clock_wires.png
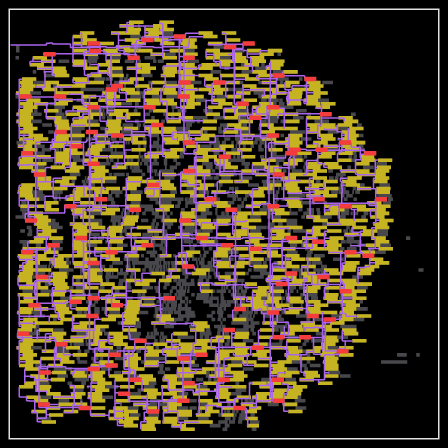
util_map.png
The die is cut into 33 by 33 equal tiles; dark blue is low, red is high, 0 to 100% covered.
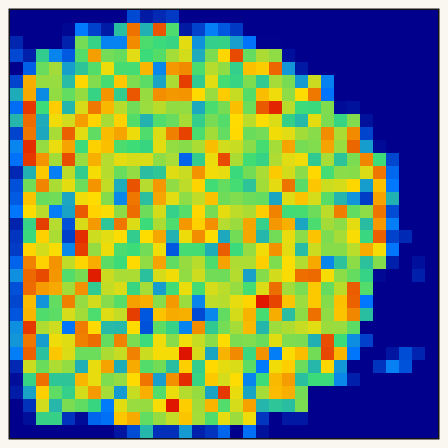
congestion_map.png
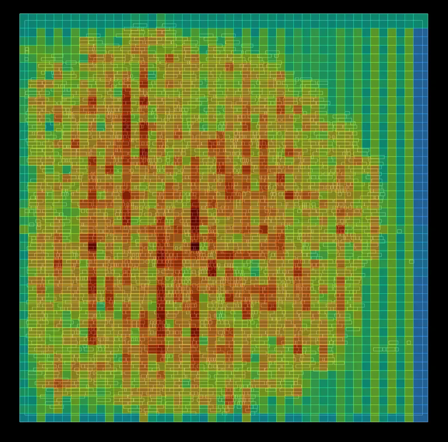
gates.png
The bar under the picture is 100 µm long.
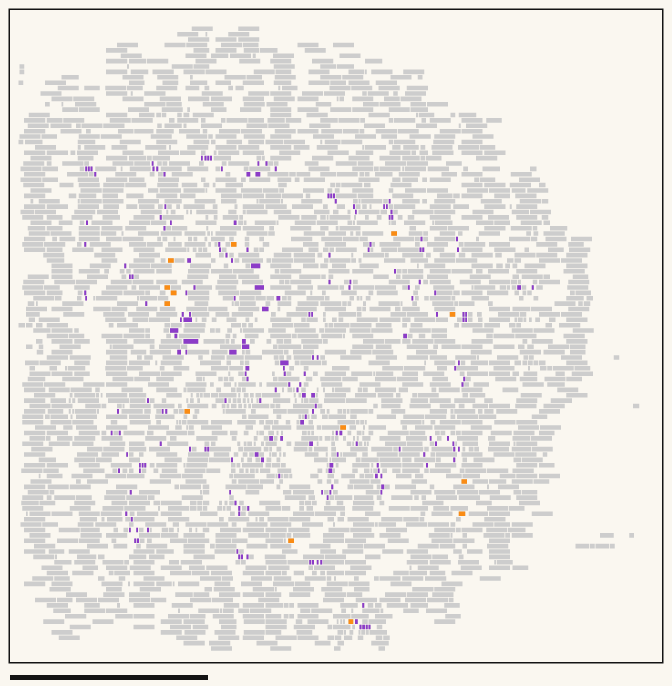
layers.png
The bar under the picture is 100 µm long.
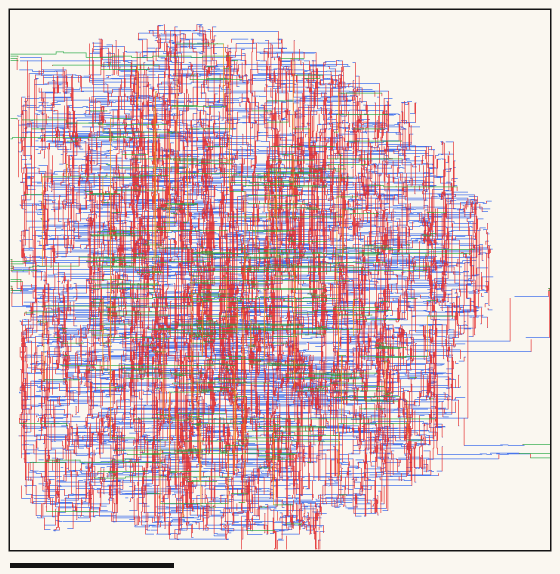
File: src/rtl/us_pipeline_pkg.sv
// Shared ultrasound back-end definitions: default widths, line/frame geometry and
// the scan-line read FSM encoding used by the scan assembler and scan conversion.
package us_pipeline_pkg;

    localparam int unsigned COMP_WIDTH_DEF = 24;
    localparam int unsigned PIX_WIDTH_DEF  = 8;
    localparam int unsigned SAMPLES_DEF    = 64;
    localparam int unsigned NUM_LINES_DEF  = 128;
    localparam int unsigned DECIM_DEF      = 1;

    typedef enum logic [1:0] {
        RD_IDLE    = 2'd0,
        RD_FETCH   = 2'd1,
        RD_PRESENT = 2'd2
    } rd_state_e;

    // Counter width that stays legal (>=1 bit) even when the count range is 1.
    function automatic int unsigned idx_width(input int unsigned n);
        return (n > 1) ? $clog2(n) : 1;
    endfunction

endpackage

File: src/rtl/line_bank_ram.sv
// Ping-pong line storage: two banks of SAMPLES words, one write port and one
// registered read port, each addressed by {bank select, sample pointer}.
module line_bank_ram #(
    parameter int unsigned WIDTH   = 24,
    parameter int unsigned SAMPLES = 64
) (
    input  logic                       clk,
    input  logic                       wr_en,
    input  logic                       wr_sel,
    input  logic [$clog2(SAMPLES)-1:0] wr_ptr,
    input  logic [WIDTH-1:0]           wr_data,
    input  logic                       rd_en,
    input  logic                       rd_sel,
    input  logic [$clog2(SAMPLES)-1:0] rd_ptr,
    output logic [WIDTH-1:0]           rd_data
);

    logic [WIDTH-1:0] mem [2][SAMPLES];

    // NOTE: storage and read register carry no reset; contents are meaningless until a
    // line is written and bank_full tracking upstream never exposes stale words.
    always_ff @(posedge clk) begin
        if (wr_en) begin
            mem[wr_sel][wr_ptr] <= wr_data;
        end
        if (rd_en) begin
            rd_data <= mem[rd_sel][rd_ptr];
        end
    end

endmodule

File: src/rtl/scanline_assembler.sv
// Decimates compressed samples into a ping-pong line buffer and streams each full
// line out as pixels with first/last/line/frame markers, back-pressuring the input.
module scanline_assembler
    import us_pipeline_pkg::*;
#(
    parameter int unsigned COMP_WIDTH = COMP_WIDTH_DEF,
    parameter int unsigned PIX_WIDTH  = PIX_WIDTH_DEF,
    parameter int unsigned SAMPLES    = SAMPLES_DEF,
    parameter int unsigned NUM_LINES  = NUM_LINES_DEF,
    parameter int unsigned DECIM      = DECIM_DEF
) (
    input  logic                         clk,
    input  logic                         reset,
    input  logic [COMP_WIDTH-1:0]        comp_in,
    input  logic                         comp_valid,
    output logic                         comp_ready,
    output logic [PIX_WIDTH-1:0]         pix_out,
    output logic                         pix_valid,
    input  logic                         pix_ready,
    output logic                         pix_first,
    output logic                         pix_last,
    output logic [$clog2(NUM_LINES)-1:0] line_idx,
    output logic                         frame_done
);

    localparam int unsigned PTR_W  = idx_width(SAMPLES);
    localparam int unsigned LINE_W = idx_width(NUM_LINES);
    localparam int unsigned DCNT_W = idx_width(DECIM);

    localparam logic [PTR_W-1:0]  LAST_PTR  = PTR_W'(SAMPLES - 1);
    localparam logic [LINE_W-1:0] LAST_LINE = LINE_W'(NUM_LINES - 1);
    localparam logic [DCNT_W-1:0] LAST_DCNT = DCNT_W'(DECIM - 1);

    rd_state_e         state_q, state_d;
    logic [1:0]        bank_full_q, bank_full_d;
    logic              wsel_q, wsel_d;
    logic              rsel_q, rsel_d;
    logic [PTR_W-1:0]  wptr_q, wptr_d;
    logic [PTR_W-1:0]  rptr_q, rptr_d;
    logic [DCNT_W-1:0] dcnt_q, dcnt_d;
    logic [LINE_W-1:0] line_idx_q, line_idx_d;
    logic              frame_done_q, frame_done_d;

    logic                  accept;
    logic                  store;
    logic                  line_written;
    logic                  line_released;
    logic                  rd_en;
    logic [COMP_WIDTH-1:0] rd_data;
    logic                  unused_rd_bits;

    // ---------------- write side ----------------
    // NOTE: every combinational output gets a default before any branch, so no
    // path leaves it unassigned and no latch is inferred.
    always_comb begin
        comp_ready   = reset & ~bank_full_q[wsel_q];
        accept       = comp_valid & comp_ready;
        store        = accept & (dcnt_q == '0);
        line_written = store & (wptr_q == LAST_PTR);

        dcnt_d = dcnt_q;
        wptr_d = wptr_q;
        wsel_d = wsel_q;
        if (accept) begin
            dcnt_d = (dcnt_q == LAST_DCNT) ? '0 : dcnt_q + 1'b1;
        end
        if (store) begin
            if (line_written) begin
                wptr_d = '0;
                wsel_d = ~wsel_q;
            end else begin
                wptr_d = wptr_q + 1'b1;
            end
        end
    end

    // ---------------- read FSM ----------------
    always_comb begin
        state_d       = state_q;
        rsel_d        = rsel_q;
        rptr_d        = rptr_q;
        line_idx_d    = line_idx_q;
        frame_done_d  = 1'b0;
        rd_en         = 1'b0;
        pix_valid     = 1'b0;
        pix_first     = 1'b0;
        pix_last      = 1'b0;
        line_released = 1'b0;

        unique case (state_q)
            RD_IDLE: begin
                if (bank_full_q[rsel_q]) begin
                    state_d = RD_FETCH;
                end
            end
            RD_FETCH: begin
                rd_en   = 1'b1;
                state_d = RD_PRESENT;
            end
            RD_PRESENT: begin
                pix_valid = 1'b1;
                pix_first = (rptr_q == '0);
                pix_last  = (rptr_q == LAST_PTR);
                if (pix_ready) begin
                    if (pix_last) begin
                        line_released = 1'b1;
                        rsel_d        = ~rsel_q;
                        rptr_d        = '0;
                        state_d       = RD_IDLE;
                        if (line_idx_q == LAST_LINE) begin
                            line_idx_d   = '0;
                            frame_done_d = 1'b1;
                        end else begin
                            line_idx_d = line_idx_q + 1'b1;
                        end
                    end else begin
                        rptr_d  = rptr_q + 1'b1;
                        state_d = RD_FETCH;
                    end
                end
            end
            default: begin
                state_d = RD_IDLE;
            end
        endcase
    end

    // Completion and release always target opposite banks, so both may apply at once.
    always_comb begin
        bank_full_d = bank_full_q;
        if (line_written) begin
            bank_full_d[wsel_q] = 1'b1;
        end
        if (line_released) begin
            bank_full_d[rsel_q] = 1'b0;
        end
    end

    // NOTE: sequential state uses non-blocking assignments so every flop samples
    // the pre-edge values, independent of statement order.
    always_ff @(posedge clk or negedge reset) begin
        if (!reset) begin
            state_q      <= RD_IDLE;
            bank_full_q  <= 2'b00;
            wsel_q       <= 1'b0;
            rsel_q       <= 1'b0;
            wptr_q       <= '0;
            rptr_q       <= '0;
            dcnt_q       <= '0;
            line_idx_q   <= '0;
            frame_done_q <= 1'b0;
        end else begin
            state_q      <= state_d;
            bank_full_q  <= bank_full_d;
            wsel_q       <= wsel_d;
            rsel_q       <= rsel_d;
            wptr_q       <= wptr_d;
            rptr_q       <= rptr_d;
            dcnt_q       <= dcnt_d;
            line_idx_q   <= line_idx_d;
            frame_done_q <= frame_done_d;
        end
    end

    line_bank_ram #(
        .WIDTH   (COMP_WIDTH),
        .SAMPLES (SAMPLES)
    ) u_line_bank_ram (
        .clk     (clk),
        .wr_en   (store),
        .wr_sel  (wsel_q),
        .wr_ptr  (wptr_q),
        .wr_data (comp_in),
        .rd_en   (rd_en),
        .rd_sel  (rsel_q),
        .rd_ptr  (rptr_q),
        .rd_data (rd_data)
    );

    // Only the top PIX_WIDTH bits of a stored sample become the pixel.
    assign unused_rd_bits = ^rd_data;
    assign pix_out        = rd_data[COMP_WIDTH-1 -: PIX_WIDTH];
    assign line_idx       = line_idx_q;
    assign frame_done     = frame_done_q;

    a_no_overwrite: assert property (@(posedge clk) disable iff (!reset)
        store |-> !bank_full_q[wsel_q]);
    a_banks_distinct: assert property (@(posedge clk) disable iff (!reset)
        (line_written && line_released) |-> (wsel_q != rsel_q));

endmodule
File: config.mk
export PLATFORM = sky130hd
export DESIGN_NAME = scanline_assembler
export DESIGN_NICKNAME = d
export VERILOG_FILES = /design/src/rtl/us_pipeline_pkg.sv /design/src/rtl/line_bank_ram.sv /design/src/rtl/scanline_assembler.sv
export SDC_FILE = /design/constraint.sdc
export NUM_CORES = 1
export LEC_CHECK = 0
export CAP_MARGIN = 20
export CORE_MARGIN = 4
export CORE_UTILIZATION = 40
export CTS_CLUSTER_SIZE = 12
export DETAILED_ROUTE_END_ITERATION = 12
export PLACE_DENSITY = 0.57
export SYNTH_ARGS = -nofsm -noshare
export SYNTH_HDL_FRONTEND = slang
export SYNTH_SLANG_ARGS = --single-unit
File: constraint.sdc
create_clock -name clk -period 2.6 [get_ports clk]
set_input_delay 0.52 -clock clk [delete_from_list [all_inputs] [get_ports clk]]
set_output_delay 0.52 -clock clk [all_outputs]
set_load 0.01 [all_outputs]
==> flow_summary.ini <==
; physical design summary
[outcome]
run_status = finished with violations
failed_checks = negative setup slack

[logic_synthesis]
synth.top_cell.area_share_pct = 75.2
synth.net_count = 2070
syn-mean-instance-area_um2 = 20.2
post_synth_edffs = 1032
yosys-dominant-comb-family = multiplexers
post_synth_instance_area_mm2 = 0.0412
netlist_top_cells_count = sky130_fd_sc_hd__edfxtp_1, sky130_fd_sc_hd__mux4_2, sky130_fd_sc_hd__nor2_1
syn-instance-count = 2038
ys_warn_count = 0
synth_unique_cells = 59
yosys.stat.seqShare_pct = 76.7
compound_area_share_pct = 3.22
ff_latch_count_synth = 1058
synth_chip_area_mm2 = 0.0412

[worst_setup_path]
cp_max_fo = 8
worst_path_dominant_cell_family = buffers and inverters
critical_path_required_ns = 3.03
arrival_ns = 3.19
capturing_point_of_the_worst_reg2reg_path = u_line_bank_ram.rd_data[16]$_DFFE_PN_
worstPathCellList = buf_12 -> buf_16 -> buf_16 -> buf_8 -> nor2b_4 -> buf_6 -> a22oi_2 -> nand3_1 -> o211ai_1 -> a2111oi_2 -> buf_4 -> nor2_1
r2r_slack_ns = -0.16
startpoint_type_of_the_worst_setup_path = flip-flop
cp-startpoint = rsel_q$_DFFE_PN0P_

[clock_network]
cts_resized = 96
numClockSinks = 1058
cts_max_path_buffers = 3
tritoncts.num_buffers = 108
cts.hold.buffers_added = 0
clkSlewWorstSetupHoldPaths_ns = 0.06
cts_tree = built
post-cts-setup-buffer-count = 17

[final_timing]
setup-violations-final = 7
clock.fmax_mhz = 362
setup_slack_ns = -0.162
fin_hold_ws_ns = 0.245
finalHoldViolations = 0

[pwr]
design_power_total_w = 0.0433
power.density_cell_area_mw_per_mm2 = 859
power.sequential.total_w = 0.0191
ir_worst_vdd_v = 0.000627
net_switching_share_of_the_total_power_pct = 27.7

[floorplan]
fp-row-count = 117
well_tap_count = 1368
die.size.x_um = 329
die_h_um = 329
die_area_mm2 = 0.108

[layout]
mostFrequentLayoutCells = sky130_fd_sc_hd__edfxtp_1, sky130_fd_sc_hd__buf_4, sky130_fd_sc_hd__mux4_2
register_with_the_most_flip_flops = u_line_bank_ram.mem
fillerInstances = 8266
nonClkBufAreaFrac_pct = 8.59
layout.comb_gates.multi_input = 861
drive_above_1_share_pct = 33.9
largest_class = registers
largest_register_ff_count = 1024
clock_tree_area_fraction_pct = 6.58
finalNetCount = 2520

[flow_run]
maxCapViolations = 0

[routing]
post_route_drc = 0
ant_nets = 0
vias_per_cell = 5.57
routed-wl-met3_um = 7790

[placed_design]
placedInstanceArea_mm2 = 0.0460
placement.setup.worst_slack_ns = -0.278

[min_path]
min-delay-path-class = in2reg
worstHoldStart = comp_in[21]

[global_route]
largest_net_degree_at_the_start_of_global_routing = 129
grt_use_met2_pct = 32.2
grt_busiest_layer = met2
grt_first_pass_wirelength_um = 159000
tot_gr_track_use_pct = 20.3
-- clock_wires.png (at the start) --
- purple: clock wires (length 11900 µm)
- red: clock-net drivers (count 108)
- yellow: flip-flops (count 1058)
- flops lie: widely spread
portion of total power attributed to the clock network: 33.6%
Clock Skew: 0.0400 ns
clock latency at the later pin of the worst-skew pair: 0.70 ns
Clock Power: 0.0145 W

-- util_map.png (at the start) --
- mean over tiles: 45%
- emptiest ninth of the die: upper right
- fullest tile: 98%
placeable core area: 0.102 mm²
initial cell density of the core: 40.4%
post-layout util: 49.4%

-- congestion_map.png (at the start) --
mean routed wirelength per cell: 27.8 µm
GRT met3 Usage: 3.65%

-- gates.png (at the start) --
- orange: non-inverting ao/oa cells (cells 13)
- purple: nor cells (cells 195)
highest-count logic cell in the final layout: sky130_fd_sc_hd__edfxtp_1
multi-input gate share of the layout cell area: 18.5%
post-route non-filler standard cell count: 3942

-- layers.png (at the start) --
- orange: M4 (wire length 2400 µm)
- green: M3 (wire length 7790 µm)
- blue: M1 (wire length 47.1 mm)
- red: M2 (wire length 52.4 mm)

Power and IR drop assume default switching activity.
